<file path="src/rtl/control_seq.sv">
// Microcoded control sequencer: decodes the IR opcode into per-step control strobes and a bus select.
// Latency: strobes for a step are registered on the falling edge that issues it and last one clock.
// Backpressure: none on the datapath; step mode holds at T0 until step_req, HALTED holds until resume.
module control_seq #(
    parameter int OPCODE_W = 4,
    parameter int ALU_OP_W = 2,
    parameter int SEL_W    = 4,
    parameter int STEP_W   = 3
) (
    input  logic                clock,
    input  logic                bReset,
    input  logic [OPCODE_W-1:0] instruction,
    input  logic                carry_flag,
    input  logic                zero_flag,
    input  logic                resume,
    input  logic                step_mode,
    input  logic                step_req,
    output logic                hlt,
    output logic                memory_in,
    output logic                ram_in,
    output logic                instruction_in,
    output logic                reg_a_in,
    output logic                reg_b_in,
    output logic                out_in,
    output logic                advance_pc,
    output logic                pc_in,
    output logic                flags_in,
    output logic [ALU_OP_W-1:0] alu_op,
    output logic [SEL_W-1:0]    bus_selector,
    output logic [STEP_W-1:0]   step,
    output logic                paused,
    output logic                instr_done
);

    typedef enum logic {ST_RUN, ST_HALTED} state_t;

    localparam logic [SEL_W-1:0] BUS_NONE = SEL_W'(0);
    localparam logic [SEL_W-1:0] BUS_PC   = SEL_W'(1);
    localparam logic [SEL_W-1:0] BUS_REGA = SEL_W'(2);
    localparam logic [SEL_W-1:0] BUS_ALU  = SEL_W'(3);
    localparam logic [SEL_W-1:0] BUS_MEM  = SEL_W'(5);
    localparam logic [SEL_W-1:0] BUS_IR   = SEL_W'(6);

    localparam logic [ALU_OP_W-1:0] ALU_ADD = ALU_OP_W'(0);
    localparam logic [ALU_OP_W-1:0] ALU_SUB = ALU_OP_W'(1);
    localparam logic [ALU_OP_W-1:0] ALU_SLL = ALU_OP_W'(2);
    localparam logic [ALU_OP_W-1:0] ALU_SRL = ALU_OP_W'(3);

    localparam logic [STEP_W-1:0] T0 = STEP_W'(0);
    localparam logic [STEP_W-1:0] T1 = STEP_W'(1);
    localparam logic [STEP_W-1:0] T2 = STEP_W'(2);
    localparam logic [STEP_W-1:0] T3 = STEP_W'(3);

    localparam logic [OPCODE_W-1:0] OP_LDA = OPCODE_W'(1);
    localparam logic [OPCODE_W-1:0] OP_ADD = OPCODE_W'(2);
    localparam logic [OPCODE_W-1:0] OP_SUB = OPCODE_W'(3);
    localparam logic [OPCODE_W-1:0] OP_STA = OPCODE_W'(4);
    localparam logic [OPCODE_W-1:0] OP_LDI = OPCODE_W'(5);
    localparam logic [OPCODE_W-1:0] OP_JMP = OPCODE_W'(6);
    localparam logic [OPCODE_W-1:0] OP_JC  = OPCODE_W'(7);
    localparam logic [OPCODE_W-1:0] OP_JZ  = OPCODE_W'(8);
    localparam logic [OPCODE_W-1:0] OP_SLL = OPCODE_W'(9);
    localparam logic [OPCODE_W-1:0] OP_SRL = OPCODE_W'(10);
    localparam logic [OPCODE_W-1:0] OP_JNC = OPCODE_W'(11);
    localparam logic [OPCODE_W-1:0] OP_JNZ = OPCODE_W'(12);
    localparam logic [OPCODE_W-1:0] OP_OUT = OPCODE_W'(14);
    localparam logic [OPCODE_W-1:0] OP_HLT = OPCODE_W'(15);

    state_t              state_q, state_d;
    logic [STEP_W-1:0]   step_q, step_d;
    logic                hlt_d, mem_d, ram_d, ir_d, a_d, b_d, out_d, adv_d, pc_d, fl_d;
    logic [ALU_OP_W-1:0] alu_d;
    logic [SEL_W-1:0]    bus_d;
    logic                paused_d, done_d, last, halt_now, jump_taken;

    assign step = step_q;

    always_comb begin
        jump_taken = 1'b0;
        case (instruction)
            OP_JC:   jump_taken = carry_flag;
            OP_JZ:   jump_taken = zero_flag;
            OP_JNC:  jump_taken = !carry_flag;
            OP_JNZ:  jump_taken = !zero_flag;
            default: jump_taken = 1'b0;
        endcase
    end

    always_comb begin
        state_d  = state_q;
        step_d   = step_q;
        hlt_d    = 1'b0;
        mem_d    = 1'b0;
        ram_d    = 1'b0;
        ir_d     = 1'b0;
        a_d      = 1'b0;
        b_d      = 1'b0;
        out_d    = 1'b0;
        adv_d    = 1'b0;
        pc_d     = 1'b0;
        fl_d     = 1'b0;
        alu_d    = ALU_ADD;
        bus_d    = BUS_NONE;
        paused_d = 1'b0;
        done_d   = 1'b0;
        last     = 1'b0;
        halt_now = 1'b0;

        case (state_q)
            ST_HALTED: begin
                step_d = T0;
                if (resume) state_d = ST_RUN;
                else        hlt_d   = 1'b1;
            end
            default: begin
                if (step_q == T0 && step_mode && !step_req) begin
                    paused_d = 1'b1;
                end else begin
                    case (step_q)
                        T0: begin
                            bus_d = BUS_PC;
                            mem_d = 1'b1;
                        end
                        T1: begin
                            bus_d = BUS_MEM;
                            ir_d  = 1'b1;
                            adv_d = 1'b1;
                        end
                        default: begin
                            // Execute steps; each opcode's final step raises last.
                            case (instruction)
                                OP_LDA, OP_STA: begin
                                    if (step_q == T2) begin
                                        bus_d = BUS_IR;
                                        mem_d = 1'b1;
                                    end else if (instruction == OP_LDA) begin
                                        bus_d = BUS_MEM;
                                        a_d   = 1'b1;
                                        last  = 1'b1;
                                    end else begin
                                        bus_d = BUS_REGA;
                                        ram_d = 1'b1;
                                        last  = 1'b1;
                                    end
                                end
                                OP_ADD, OP_SUB: begin
                                    if (step_q == T2) begin
                                        bus_d = BUS_IR;
                                        mem_d = 1'b1;
                                    end else if (step_q == T3) begin
                                        bus_d = BUS_MEM;
                                        b_d   = 1'b1;
                                    end else begin
                                        bus_d = BUS_ALU;
                                        a_d   = 1'b1;
                                        fl_d  = 1'b1;
                                        alu_d = (instruction == OP_SUB) ? ALU_SUB : ALU_ADD;
                                        last  = 1'b1;
                                    end
                                end
                                OP_LDI: begin
                                    bus_d = BUS_IR;
                                    a_d   = 1'b1;
                                    last  = 1'b1;
                                end
                                OP_JMP: begin
                                    bus_d = BUS_IR;
                                    pc_d  = 1'b1;
                                    last  = 1'b1;
                                end
                                OP_JC, OP_JZ, OP_JNC, OP_JNZ: begin
                                    if (jump_taken) begin
                                        bus_d = BUS_IR;
                                        pc_d  = 1'b1;
                                    end
                                    last = 1'b1;
                                end
                                OP_SLL, OP_SRL: begin
                                    bus_d = BUS_ALU;
                                    a_d   = 1'b1;
                                    fl_d  = 1'b1;
                                    alu_d = (instruction == OP_SRL) ? ALU_SRL : ALU_SLL;
                                    last  = 1'b1;
                                end
                                OP_OUT: begin
                                    bus_d = BUS_REGA;
                                    out_d = 1'b1;
                                    last  = 1'b1;
                                end
                                OP_HLT: begin
                                    hlt_d    = 1'b1;
                                    halt_now = 1'b1;
                                    last     = 1'b1;
                                end
                                default: last = 1'b1;
                            endcase
                        end
                    endcase

                    if (last) begin
                        step_d = T0;
                        done_d = 1'b1;
                    end else begin
                        step_d = step_q + STEP_W'(1);
                    end
                    // Halt wins over step mode: HALTED is entered before any pause check.
                    if (halt_now) state_d = ST_HALTED;
                end
            end
        endcase
    end

    always_ff @(negedge clock or negedge bReset) begin
        if (!bReset) begin
            state_q        <= ST_RUN;
            step_q         <= T0;
            hlt            <= 1'b0;
            memory_in      <= 1'b0;
            ram_in         <= 1'b0;
            instruction_in <= 1'b0;
            reg_a_in       <= 1'b0;
            reg_b_in       <= 1'b0;
            out_in         <= 1'b0;
            advance_pc     <= 1'b0;
            pc_in          <= 1'b0;
            flags_in       <= 1'b0;
            alu_op         <= ALU_ADD;
            bus_selector   <= BUS_NONE;
            paused         <= 1'b0;
            instr_done     <= 1'b0;
        end else begin
            state_q        <= state_d;
            step_q         <= step_d;
            hlt            <= hlt_d;
            memory_in      <= mem_d;
            ram_in         <= ram_d;
            instruction_in <= ir_d;
            reg_a_in       <= a_d;
            reg_b_in       <= b_d;
            out_in         <= out_d;
            advance_pc     <= adv_d;
            pc_in          <= pc_d;
            flags_in       <= fl_d;
            alu_op         <= alu_d;
            bus_selector   <= bus_d;
            paused         <= paused_d;
            instr_done     <= done_d;
        end
    end

endmodule

</file>
<file path="config.mk">
export PLATFORM = sky130hd
export DESIGN_NAME = control_seq
export DESIGN_NICKNAME = d
export VERILOG_FILES = /design/src/rtl/control_seq.sv
export SDC_FILE = /design/constraint.sdc
export NUM_CORES = 1
export LEC_CHECK = 0
export ABC_AREA = 1
export CAP_MARGIN = 0
export CORE_MARGIN = 2
export CORE_UTILIZATION = 44
export DETAILED_ROUTE_END_ITERATION = 6
export GPL_TIMING_DRIVEN = 0
export PLACE_DENSITY = 0.76
export RECOVER_POWER = 100
export REMOVE_ABC_BUFFERS = 1
export SETUP_SLACK_MARGIN = 0.15
export SLEW_MARGIN = 15
export SYNTH_ARGS = -nofsm -noshare
export SYNTH_HDL_FRONTEND = slang
export SYNTH_SLANG_ARGS = --single-unit
</file>
<file path="constraint.sdc">
create_clock -name clock -period 1.82 [get_ports clock]
set_input_delay 0.364 -clock clock [delete_from_list [all_inputs] [get_ports clock]]
set_output_delay 0.364 -clock clock [all_outputs]
set_load 0.005 [all_outputs]
</file>
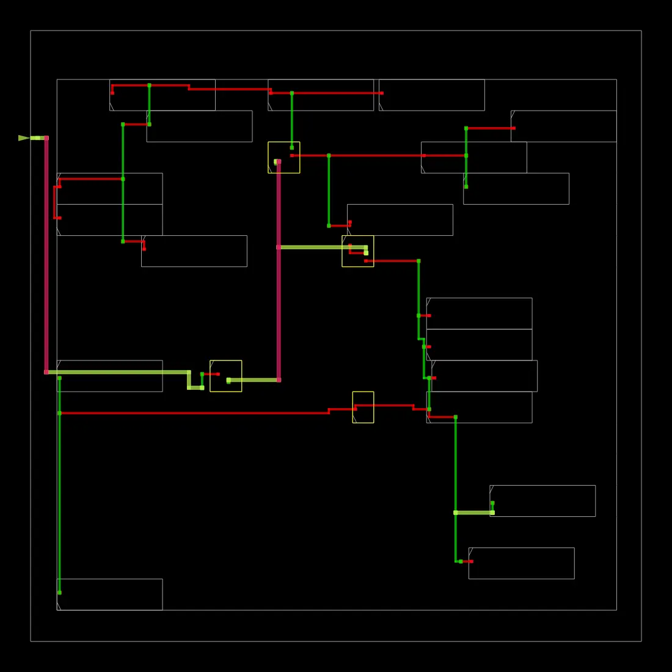
Figure 1: clock wiring as the flow saved it.
P_clk: 0.000225 W
clock skew: 0.00316 ns
# clock sinks: 19
clk_lat worst skew: 0.30 ns
CTS Buf Count: 3

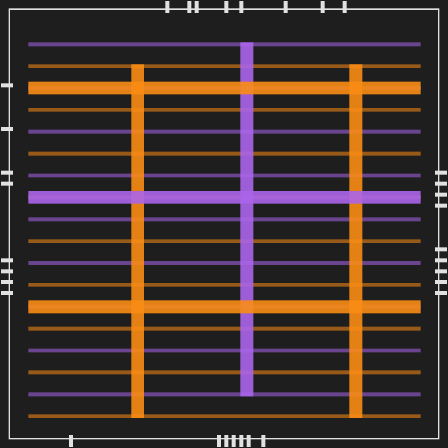
Figure 2: power grid.
Pins as bars on the die edge.
| colour | net |
|---|---|
| purple | VDD |
| orange | VSS |
met5 straps: 3
rows: 17
met4 straps: 3

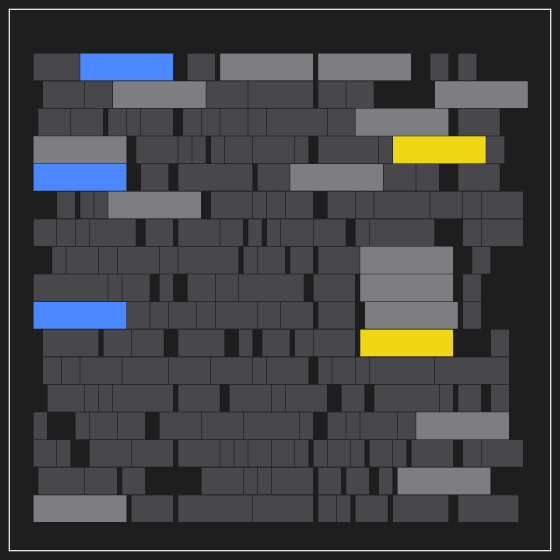
Figure 3: register map, names as in the netlist.
Other sequential cells in the stronger grey, the rest of the logic in the fainter grey.
| colour | signal | flops |
|---|---|---|
| blue | step | 3 |
| yellow | alu_op | 2 |
not coloured: 14

==> impl_metrics.json <==
{
  "status": "finished, violations left",
  "violations": "setup timing",
  "p_int_w": 0.00117,
  "ys_sh_xor_pct": 0.822,
  "setup_viol": 37,
  "endpoint_kind": "output port",
  "fin_cells": 225,
  "clockBufferDepth": 2,
  "dr.pass1.iters": 4,
  "layout_top_cells": "buf_2, dfrtn_1, nand2_1, buf_6, buf_4",
  "critPathTopFamily": "flip-flops",
  "hpwl_um": 1790,
  "hold_end": "advance_pc$_DFF_NN0_",
  "cap_viol_max_count": 0,
  "grt_pass1_vias": 1183,
  "simple_gate_area_share_pct": 31.2,
  "crit_slowest_cell": "dfrtn_1",
  "yosys-top-cells-count": "nand2_1, dfrtn_1, nor2_1",
  "drt-initial-drc-count": 43,
  "topCellsByArea": "dfrtn_1, nand2_1, nor2_1",
  "drv_slew": 0,
  "timing.final.ws_setup_ns": -0.323,
  "cts_tree": "done",
  "syn_inst": 134,
  "yosys_cells": 134,
  "hold_viol": 0,
  "hold_depth": 3,
  "power_w": 0.00210,
  "met3WireLength_um": 302,
  "die_y_um": 53.2,
  "totalWireLength_um": 4100,
  "synth.logic.top_family": "simple AND/OR/NAND/NOR gates",
  "cts_setup_buffers": 22,
  "startpoint": "advance_pc$_DFF_NN0_",
  "cts_root_buf": "clkbuf_4",
  "layout-drive-gt1-share_pct": 64.5,
  "syn_avg_cell_area_um2": 7.96,
  "drc_errors": 0,
  "grt_use_met3_pct": 4.24,
  "ys_sh_adder_pct": 5.87,
  "n_antenna_cell": 0,
  "post_cts_resized": 186,
  "r2r-end": "reg_b_in$_DFF_NN0_",
  "busiest_layer": "met2",
  "grt_pass1_wl_um": 5720,
  "synthAoiAreaFrac_pct": 7.98,
  "tns_ns": -7.39,
  "synth-async-reset-ratio_pct": 100,
  "r2r_setup_slack_ns": -0.01,
  "hold_slack_ns": 0.661
}
[power by group through the flow]
stage                     Sequential, W  Clock, W  Combinational (W)
final                          0.000589  0.000225            0.00129
after global routing           0.000601  0.000254            0.00137
after CTS                      0.000580  0.000221           0.000994
after detailed placement       0.000620         0           0.000787
after global placement         0.000619         0           0.000760
after floorplan                0.000633         0           0.000389
[area by class of cell]
class	count	area, um^2
Multi-Input combinational cell	91	777
Timing Repair Buffer	61	515
Sequential cell	19	475
Fill cell	107	302
Inverter	22	123
Tap cell	28	35.0
Clock buffer	3	22.5
Clock inverter	1	5.00
Power figures rest on the tool's default switching activity, not on a simulated workload.
